**src/rtl/bitty_pkg.sv**
```systemverilog
// Shared definitions for the bitty core and its program-side instruction issuer.
package bitty_pkg;

    localparam int INSTR_W = 16;

    typedef enum logic [2:0] {
        IDLE     = 3'd0,
        FETCH    = 3'd1,
        WAIT_MEM = 3'd2,
        ISSUE    = 3'd3,
        EXEC     = 3'd4,
        DONE     = 3'd5
    } fetch_state_t;

endpackage

```
**src/rtl/bitty_watchdog.sv**
```systemverilog
// Cycle watchdog: counts enabled cycles since the last clear and flags the
// cycle in which the count would reach TIMEOUT.
module bitty_watchdog #(
    parameter int TIMEOUT = 255
) (
    input  logic clk,
    input  logic reset,
    input  logic clear,
    input  logic enable,
    output logic expired
);

    localparam int CNT_W = $clog2(TIMEOUT + 1);

    logic [CNT_W-1:0] cnt;

    // Combinational so the owner can react in the same cycle the limit is hit.
    assign expired = enable && (cnt >= CNT_W'(TIMEOUT - 1));

    always_ff @(posedge clk or negedge reset) begin
        if (!reset) begin
            cnt <= '0;
        end else if (clear) begin
            cnt <= '0;
        end else if (enable && !expired) begin
            cnt <= cnt + CNT_W'(1);
        end
    end

endmodule

```
**src/rtl/bitty_fetch.sv**
```systemverilog
// Program-side instruction issuer for the bitty core: fetches from a
// synchronous-read memory, pulses run with d_instr, and waits for done.
module bitty_fetch #(
    parameter int ADDR_W  = 8,
    parameter int INSTR_W = bitty_pkg::INSTR_W,
    parameter int TIMEOUT = 255
) (
    input  logic               clk,
    input  logic               reset,
    input  logic               start,
    input  logic               abort,
    input  logic [ADDR_W:0]    prog_len,
    output logic               mem_rd_en,
    output logic [ADDR_W-1:0]  mem_addr,
    input  logic [INSTR_W-1:0] mem_rdata,
    output logic               run,
    output logic [INSTR_W-1:0] d_instr,
    input  logic               done,
    output logic               busy,
    output logic               finished,
    output logic               error,
    output logic [ADDR_W-1:0]  pc,
    output logic [2:0]         dbg_state
);

    import bitty_pkg::*;

    // Handshake: run is a one-cycle strobe meaning d_instr is valid; the core
    // answers with done at any later cycle; done is only honoured in EXEC.

    fetch_state_t state, state_next;
    logic [ADDR_W:0] len_q;
    logic [ADDR_W:0] pc_plus_ext;
    logic            accept;
    logic            pc_inc;
    logic            set_err;
    logic            wd_clear;
    logic            wd_en;
    logic            wd_expired;

    assign pc_plus_ext = {1'b0, pc} + (ADDR_W + 1)'(1);
    assign mem_addr    = pc;
    assign busy        = (state != IDLE);
    assign dbg_state   = state;

    bitty_watchdog #(.TIMEOUT(TIMEOUT)) u_watchdog (
        .clk     (clk),
        .reset   (reset),
        .clear   (wd_clear),
        .enable  (wd_en),
        .expired (wd_expired)
    );

    always_comb begin
        state_next = state;
        mem_rd_en  = 1'b0;
        run        = 1'b0;
        finished   = 1'b0;
        accept     = 1'b0;
        pc_inc     = 1'b0;
        set_err    = 1'b0;
        wd_clear   = 1'b0;
        wd_en      = 1'b0;
        case (state)
            IDLE: begin
                if (start) begin
                    accept     = 1'b1;
                    state_next = (prog_len == '0) ? DONE : FETCH;
                end
            end
            FETCH: begin
                mem_rd_en  = 1'b1;
                state_next = WAIT_MEM;
            end
            WAIT_MEM: state_next = ISSUE;
            ISSUE: begin
                run        = 1'b1;
                wd_clear   = 1'b1;
                state_next = EXEC;
            end
            EXEC: begin
                wd_en = 1'b1;
                if (done) begin
                    pc_inc     = 1'b1;
                    state_next = (pc_plus_ext == len_q) ? DONE : FETCH;
                end else if (wd_expired) begin
                    set_err    = 1'b1;
                    state_next = IDLE;
                end
            end
            DONE: begin
                finished   = 1'b1;
                state_next = IDLE;
            end
            default: state_next = IDLE;
        endcase
        // Abort overrides everything else and suppresses every side effect.
        if (abort && (state != IDLE)) begin
            state_next = IDLE;
            mem_rd_en  = 1'b0;
            run        = 1'b0;
            finished   = 1'b0;
            pc_inc     = 1'b0;
            set_err    = 1'b0;
        end
    end

    always_ff @(posedge clk or negedge reset) begin
        if (!reset) begin
            state   <= IDLE;
            pc      <= '0;
            d_instr <= '0;
            error   <= 1'b0;
            len_q   <= '0;
        end else begin
            state <= state_next;
            if (accept) begin
                pc    <= '0;
                len_q <= prog_len;
                error <= 1'b0;
            end else if (pc_inc) begin
                pc <= pc + ADDR_W'(1);
            end
            if (set_err) begin
                error <= 1'b1;
            end
            if ((state == WAIT_MEM) && !abort) begin
                d_instr <= mem_rdata;
            end
        end
    end

endmodule
```
**config.mk**
```make
export PLATFORM = sky130hd
export DESIGN_NAME = bitty_fetch
export DESIGN_NICKNAME = d
export VERILOG_FILES = /design/src/rtl/bitty_pkg.sv /design/src/rtl/bitty_watchdog.sv /design/src/rtl/bitty_fetch.sv
export SDC_FILE = /design/constraint.sdc
export NUM_CORES = 1
export LEC_CHECK = 0
export CORE_UTILIZATION = 48
export DETAILED_ROUTE_END_ITERATION = 10
export PLACE_DENSITY = 0.83
export SETUP_SLACK_MARGIN = 0.15
export SYNTH_ARGS = -nofsm -noshare
export SYNTH_HDL_FRONTEND = slang
export SYNTH_HIERARCHICAL = 1
export SYNTH_SLANG_ARGS = --single-unit
```
**constraint.sdc**
```tcl
create_clock -name clk -period 2.77 [get_ports clk]
set_input_delay 0.831 -clock clk [delete_from_list [all_inputs] [get_ports clk]]
set_output_delay 0.831 -clock clk [all_outputs]
set_load 0.005 [all_outputs]
```
Figure 1. Supply network (run 1).
Pins as bars on the die edge.
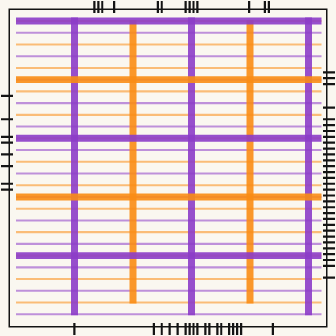
| color | net |
|---|---|
| orange | VDD |
| purple | VSS |
signal pins: 70
met4 straps: 5
die height: 73.3 microns
Die X-Extent: 73.3 microns
placeable core region: 0.00482 sq mm
VDD IR max: 0.306 mV

Figure 2. Cell classes on the final placement (run 1).
Scale bar: 20 microns.
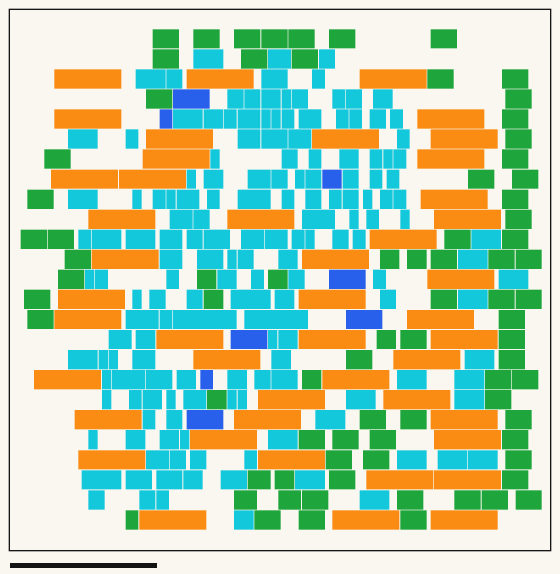
| color | class | cells | share of their area |
|---|---|---|---|
| blue | clock drivers and dummy loads | 8 | 2.7% |
| cyan | all other logic | 161 | 38% |
| green | other buffers and delay cells | 78 | 24% |
| orange | flip-flops | 45 | 36% |
fin area: 0.00324 sq mm
Core Util, Final: 67.3%

Figure 3. Clock network drawn from the DEF (run 1).
Scale bar: 20 microns.
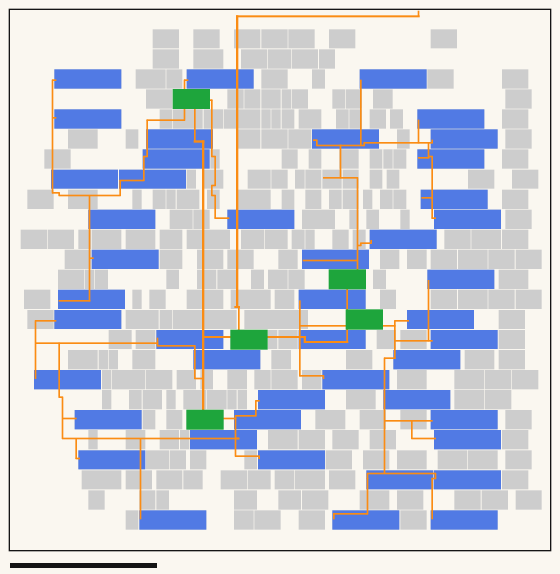
[blue] flip-flops | count: 45
[orange] clock wires | length: 530 microns
[green] cells driving clock nets | count: 5
routed clock nets: 6
flops lie: widely spread
clock skew: 0.00449 ns
clock group power: 394 uW
worst skew pair latency: 0.29 ns

==> Slide: Implementation Results, run 1 <==
Run Summary

Min path
  • Worst Hold Depth: 1
  • Worst hold path class: flip-flop to flip-flop

Yosys
  • Number of enable flip-flop cells: 0
  • Basic Gates by Area: 17.2%
  • Post-Syn Area: 0.00244 sq mm
  • Synth Net Count: 258
  • MUX area fraction: between 10% and 20%
  • Synth Area in Compound Gates: 12.6%
  • Fa+ha+maj area frac: 1.95%

Cells and area
  • Layout area overhead: 32.9%
  • Non-clock buffers, area share: between 20% and 30%
  • Most flop-heavy register: d_instr
  • Cell type taking the most area: multi-input combinational cells
  • Inverters: 8

Timing
  • Setup TNS: 0 ns
  • Pins over their slew limit: 0
  • RSZ-0062 raised after global routing: true
  • Fin crit period: 2.58 ns
  • # setup viols final: 0

Placed design
  • Pre-CTS WS: -0.0940 ns
  • Placer Congestion: approximately 0.84
  • Placed Area: 0.00315 sq mm

Run status
  • Status: complete, no violations

Clock tree
  • Worst-path clk slew: 0.08 ns
  • Total CTS buffers: 5
  • Post-CTS setup buffer count: 0
  • H-tree Lvls: 2
  • CTS tree: yes

Critical path
  • Startpoint Class: input pin
  • Critical path depth in cells: 3
  • Worst EP required: about 1.9 ns
  • Crit path to: finished

Pwr
  • Pwr dens: 729 mW/mm^2
  • Psw: 717 uW
  • Internal: approximately 1.6 mW
  • Seq group: 1.03 mW
  • Top pwr grp: registers

Flow run
  • OpenROAD warning count: 28

Floorplan
  • Tapcell count: 67
==> inputs of run 2 (changes only) <==
CORE_ASPECT_RATIO = 0.6   (was not set)
==> Slide: Implementation Results, run 2 <==
Run Summary

Timing
  • Fin crit period: 2.51 ns (was 2.58 ns)
  • Pins over their slew limit: 0 (unchanged)
  • RSZ-0062 raised after global routing: false (was true)
  • Setup TNS: 0 ns (unchanged)

Critical path
  • Worst EP required: 1.94 ns (about the same)
  • Startpoint Class: flip-flop (was input pin)
  • Crit path to: busy (was finished)

Yosys
  • Fa+ha+maj area frac: 1.95% (unchanged)
  • Basic Gates by Area: 17.2% (unchanged)
  • MUX area fraction: 12.5% (unchanged)
  • Synth Area in Compound Gates: 12.6% (unchanged)
  • Post-Syn Area: 0.00244 sq mm (unchanged)

Clock tree
  • Post-CTS setup buffer count: 0 (unchanged)
  • H-tree Lvls: 2 (unchanged)

Cells and area
  • Inverters: 8 (unchanged)
  • Non-clock buffers, area share: 23.2% (was 23.1%)
  • Core Util, Final: 68.9% (was 67.3%)
  • Cell type taking the most area: multi-input combinational cells (unchanged)

Pwr
  • Pwr dens: 750 mW/mm^2 (was 729 mW/mm^2)
  • Top pwr grp: registers (unchanged)
  • Psw: 772 uW (was 717 uW)
  • Seq group: 1.06 mW (was 1.03 mW)
  • Internal: 1.67 mW (was 1.64 mW)

Placed design
  • Placed Area: 0.00316 sq mm (was 0.00315 sq mm)
  • Placer Congestion: 0.832 (was 0.835)
  • Pre-CTS WS: -0.206 ns (was -0.0940 ns)

Run status
  • Status: complete, no violations (unchanged)

Flow run
  • OpenROAD warning count: 27 (was 28)
Figure 4. Clock network drawn from the DEF (run 2).
Scale bar: 20 microns.
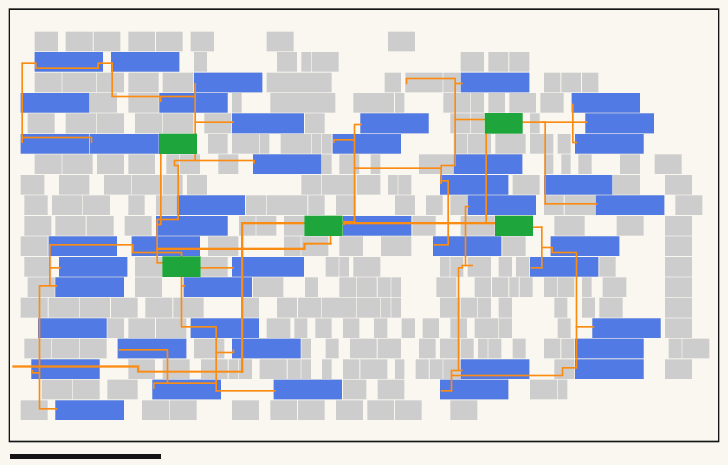
[blue] flip-flops | count: 45
[orange] clock wires | length: 522 microns
[green] cells driving clock nets | count: 5
routed clock nets: 6
flops lie: widely spread
clock skew: 0.00747 ns
clock group power: 425 uW
worst skew pair latency: 0.30 ns
Clk pwr share: 17.4%

Figure 5. Supply network (run 2).
Pins as bars on the die edge.
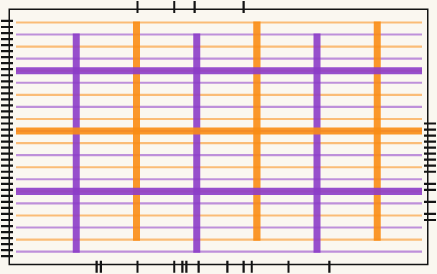
| color | net |
|---|---|
| orange | VDD |
| purple | VSS |
signal pins: 70
rows: 19
met5 straps: 3
Die X-Extent: 94.0 microns
VDD IR max: 0.609 mV
die height: 57.2 microns
placeable core region: 0.00473 sq mm

Power is estimated from default activity; no workload was simulated.
